<file path="src/rtl/mont_final_sub.sv">
// mont_final_sub: digit-serial conditional subtract, R = (S >= M) ? S - M : S, one W-bit digit per cycle
module mont_final_sub #(
  parameter int K = 32,
  parameter int W = 8
) (
  input  logic         clk,
  input  logic         rst,
  input  logic         start,
  input  logic [K:0]   S,
  input  logic [K-1:0] M,
  output logic         busy,
  output logic         done,
  output logic [K-1:0] R,
  output logic         sub_taken
);
  localparam int ND = (K + W - 1) / W;
  localparam int PW = ND * W;
  localparam int LW = K - (ND - 1) * W;
  localparam int CW = ND > 1 ? $clog2(ND) : 1;
  typedef enum logic [1:0] {IDLE, SUB, SEL} state_t;
  state_t         state_q;
  logic [PW-1:0]  s_q, m_q;
  logic           top_q, borrow_q;
  logic [CW-1:0]  cnt_q;
  logic [K-1:0]   diff_q, diff_d;
  logic [W:0]     sub_d;
  logic           last_d, sub_taken_d;
  // one digit of S - M - borrow; the last digit only contributes its LW valid bits to the difference
  always_comb begin
    sub_d = {1'b0, s_q[W-1:0]} - {1'b0, m_q[W-1:0]} - {{W{1'b0}}, borrow_q};
    last_d = cnt_q == CW'(ND - 1);
    diff_d = last_d ? {sub_d[LW-1:0], diff_q[K-1:LW]} : {sub_d[W-1:0], diff_q[K-1:W]};
    sub_taken_d = top_q | ~borrow_q;
  end
  // sequencer: load on start, subtract a digit per SUB cycle, select and publish in SEL
  always_ff @(posedge clk)
    if (rst) begin
      state_q <= IDLE;
      s_q <= '0;
      m_q <= '0;
      top_q <= 1'b0;
      borrow_q <= 1'b0;
      cnt_q <= '0;
      diff_q <= '0;
      busy <= 1'b0;
      done <= 1'b0;
      R <= '0;
      sub_taken <= 1'b0;
    end else begin
      done <= 1'b0;
      case (state_q)
        IDLE: if (start) begin
          s_q <= PW'(S[K-1:0]);
          m_q <= PW'(M);
          top_q <= S[K];
          borrow_q <= 1'b0;
          cnt_q <= '0;
          busy <= 1'b1;
          state_q <= SUB;
        end
        SUB: begin
          s_q <= {s_q[W-1:0], s_q[PW-1:W]};
          m_q <= {{W{1'b0}}, m_q[PW-1:W]};
          diff_q <= diff_d;
          borrow_q <= sub_d[W];
          cnt_q <= cnt_q + 1'b1;
          state_q <= last_d ? SEL : SUB;
        end
        SEL: begin
          R <= sub_taken_d ? diff_q : s_q[K-1:0];
          sub_taken <= sub_taken_d;
          done <= 1'b1;
          busy <= 1'b0;
          state_q <= IDLE;
        end
        default: state_q <= IDLE;
      endcase
    end
endmodule

</file>
<file path="config.mk">
export PLATFORM = sky130hd
export DESIGN_NAME = mont_final_sub
export DESIGN_NICKNAME = d
export VERILOG_FILES = /design/src/rtl/mont_final_sub.sv
export SDC_FILE = /design/constraint.sdc
export NUM_CORES = 1
export LEC_CHECK = 0
export ABC_AREA = 0
export CORE_ASPECT_RATIO = 1.2
export CORE_MARGIN = 1
export CORE_UTILIZATION = 32
export CTS_CLUSTER_DIAMETER = 30
export CTS_CLUSTER_SIZE = 28
export DETAILED_ROUTE_END_ITERATION = 8
export PLACE_DENSITY = 0.63
export SYNTH_ARGS = -nofsm -noshare
export SYNTH_HDL_FRONTEND = slang
export SYNTH_SLANG_ARGS = --single-unit
</file>
<file path="constraint.sdc">
create_clock -name clk -period 2.6 [get_ports clk]
set_input_delay 0.39 -clock clk [delete_from_list [all_inputs] [get_ports clk]]
set_output_delay 0.39 -clock clk [all_outputs]
set_load 0.02 [all_outputs]
</file>
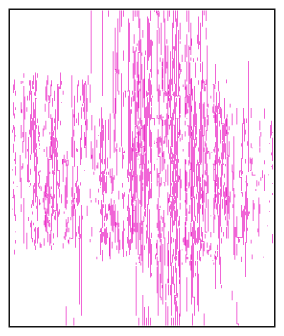
Run 1: metal 2
- main direction: vertical
- nets with wire on the layer: 699
- wire length on this layer: 8470 um
- longest straight run: 53.0 um
- share of all routed wire: 51%

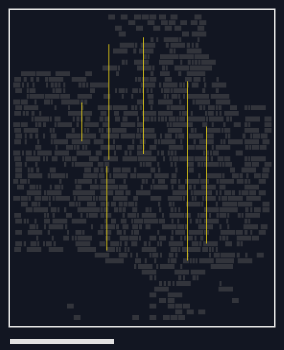
Run 1: signal wires on met4
The bar under the picture is 50 um long.
- share of all routed wire: 1.9%
- longest straight run: 85.7 um
- nets with wire on the layer: 4
- wire length on this layer: 311 um
- main direction: vertical

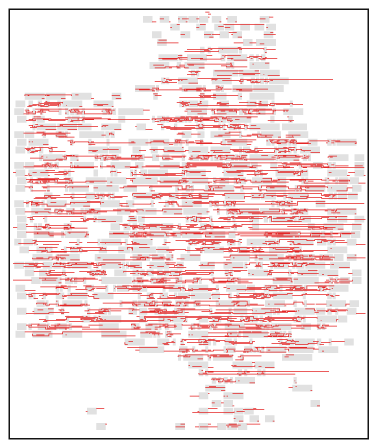
Run 1: signal wires on met1
- nets with wire on the layer: 803
- share of all routed wire: 44%
- longest straight run: 43.7 um

==> flow_summary.ini, run 1 <==
; yosys + openroad results
[status]
status = finished clean

[final_timing]
rsz0062_at_grt = no

[critical_path]
cp_slowest_stage_delay_ps = 570
cp.depth = 8
critical_path.endpoint = diff_q[31]$_SDFFE_PP0P_
crit_arrival_ps = 2680
end_kind = register
crit_chain = fa_1, inv_1, ha_1, o21a_1, o21ai_0, a221oi_2, nor4b_1, a211o_1
critPathKind = reg2reg
worstPathRequired_ps = 2960
path_delay_family = AND-OR/OR-AND gates

[pwr]
p_clk_uw = 2710
pg_comb_uw = 925
power.leakage_uw = 0.002861

[clock_tree]
postCtsSetupBuffers = 0
cts-root-buf = clkbuf_16

[cells_and_area]
fillers = 1799
area_growth_pct = 31.75
n_all_buffers = 123

[floorplanning]
core_um2 = 18240
fp_util = 0.3270
die_y_um = 151.6

[global_route]
busiest_layer = met2
grtUsageMet3 = 0.03546
first_global_vias = 4968
track_usage = 0.1831

[placement]
numPortBuffers = 102
place.gp.congestion = 0.8385

[routing]
wl_met2_um = 8466
wl_met1_um = 7271

[min_path]
holdCritPathClass = in2reg

[synthesis]
synthFlopType = dfxtp_1
edf_count = 0
synth-xor-area-share = 0.004404
syn_area_per_cell_um2 = 8.217
yosysChipArea_um2 = 5966
mux_area_frac = 0.05369
top_cell = nand2_1
area_leaders = dfxtp_1, nand2_1, a311oi_1
[run 1: flip-flops by register name (all words and copies together) (netlist names)]
register	count
state_q	2
borrow_q	1
done	1
m_q	32
cnt_q	2
R	32
s_q	32
diff_q	32
top_q	1
sub_taken	1
busy	1
[run 1: metrics by stage]
step	hold slack [ps]	power, uW	worst slack [ps]	cell area, um2	utilization
after floorplan	435.7	2977	524.9	5966	-
final	368.9	5972	282.2	7860	0.4309
after global placement	436.9	3299	412.8	7197	0.3945
after detailed placement	441.6	3308	315.7	7197	0.3945
after global routing	372.4	6223	64.24	7860	0.4309
after CTS	354.5	6022	305.7	7860	0.4309
Run 1, congestion heat map:
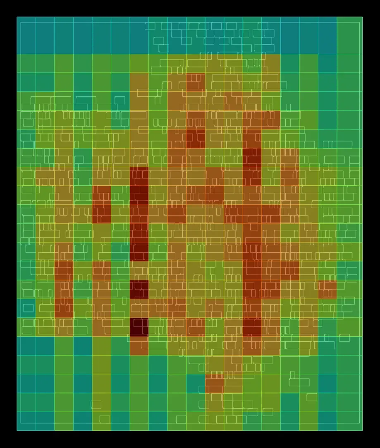

==> inputs of run 2 (changes only) <==
--- a/config.mk
+++ b/config.mk
@@ -6,6 +6,7 @@
 export NUM_CORES = 1
 export LEC_CHECK = 0
 export ABC_AREA = 0
+export CAP_MARGIN = 20
 export CORE_ASPECT_RATIO = 1.2
 export CORE_MARGIN = 1
 export CORE_UTILIZATION = 32
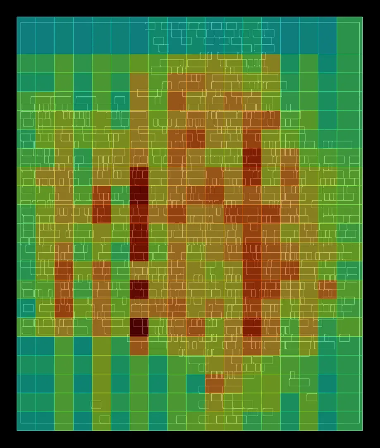
Run 2: congestion heat map
M1 GR Usage: 0.2225
met3 usage: 0.03546

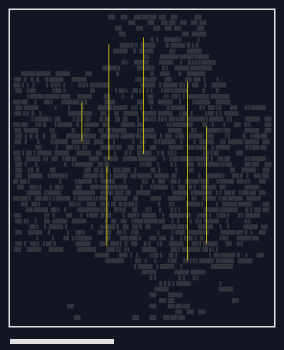
Run 2: signal wires on met4
The bar under the picture is 50 um long.
- wire length on this layer: 309 um
- nets with wire on the layer: 4
- longest straight run: 85.7 um
- main direction: vertical
- share of all routed wire: 1.8%

==> run 2 against run 1 <==
Combinational power hardly changed. Power is 0.14% higher. Non-clock buffer count is 1 higher. Synthesized area stayed put. Critical endpoint unchanged. Sequential share of layout area is 0.067 points lower. Register-to-register slack hardly changed. Largest cell class unchanged. Utilization is 0.082 points higher. Highest routed layer unchanged. Flip-flop count stayed put.
==> flow_summary.ini, run 2 <==
; yosys + openroad results
[final_timing]
whs_ps = 367.4
final-setup-viol-count = 0
fin_ws_ps = 275.0
rsz0062_at_grt = no

[synthesis]
yosys_warnings = 0
yosysChipArea_um2 = 5966
top_cell = nand2_1
area_leaders = dfxtp_1, nand2_1, a311oi_1
yosysTopAreaCell = dfxtp_1
syn_area_um2 = 5966
edf_count = 0

[floorplanning]
core_um2 = 18240
die_y_um = 151.6
fp_util = 0.3270

[min_path]
holdCritPathClass = in2reg

[routing]
wl_met1_um = 7168
wl_met2_um = 8524

[cells_and_area]
area_growth_pct = 32.00
fillers = 1798
drive_gt1_frac = 0.07879
final_area_um2 = 7875
lay_top_count = nand2_1

[clock_tree]
cts-root-buf = clkbuf_16
postCtsSetupBuffers = 0

[placement]
placedInstanceArea_um2 = 7197
dp_slack_ps = 315.7
place.gp.congestion = 0.8385

[pwr]
fin_total_pwr_uw = 5981
p_clk_uw = 2710
pg_comb_uw = 927
power.leakage_uw = 0.002869

[global_route]
track_usage = 0.1831
busiest_layer = met2
first_global_vias = 4968

[flow_run]
warnings = 27

[status]
status = finished clean

[critical_path]
crit_chain = fa_1, inv_1, ha_1, o21a_1, o21ai_0, a221oi_2, nor4b_1, a211o_1
critical_path.endpoint = diff_q[31]$_SDFFE_PP0P_
path_delay_family = AND-OR/OR-AND gates
cp_slowest_stage_delay_ps = 570
critPathKind = reg2reg
crit-reg2reg-launch = s_q[0]$_SDFFE_PP0P_
worstPathRequired_ps = 2960
crit_arrival_ps = 2690
==> run 2: netlist changes by cell type in the layout (fill, tap and decap cells not counted) <==
cell   previous run  this run
buf_8             0         1
==> run 2: cell type report <==
class / count / area (um2) / area share
clock inverter: 10 / 188.9 / 0.02399
tap: 224 / 280.3 / 0.03559
clock buffer: 22 / 474.2 / 0.06022
timing repair buffer: 124 / 1241 / 0.1576
inverter: 22 / 82.58 / 0.01049
multi-input combinational: 510 / 2865 / 0.3638
sequential: 137 / 2743 / 0.3483
==> run 2: logic make-up after synthesis <==
group	after synthesis	share of synthesized area
multiplexers	32	0.05369
flip-flops	137	0.4597
XOR/XNOR	3	0.004405
buffers and inverters	79	0.06376
AND-OR/OR-AND	145	0.1680
adder cells (fa/ha/maj)	17	0.03817
AND/OR/NAND/NOR	313	0.2123
No activity file was given, so power comes from the tool's default toggle rates.
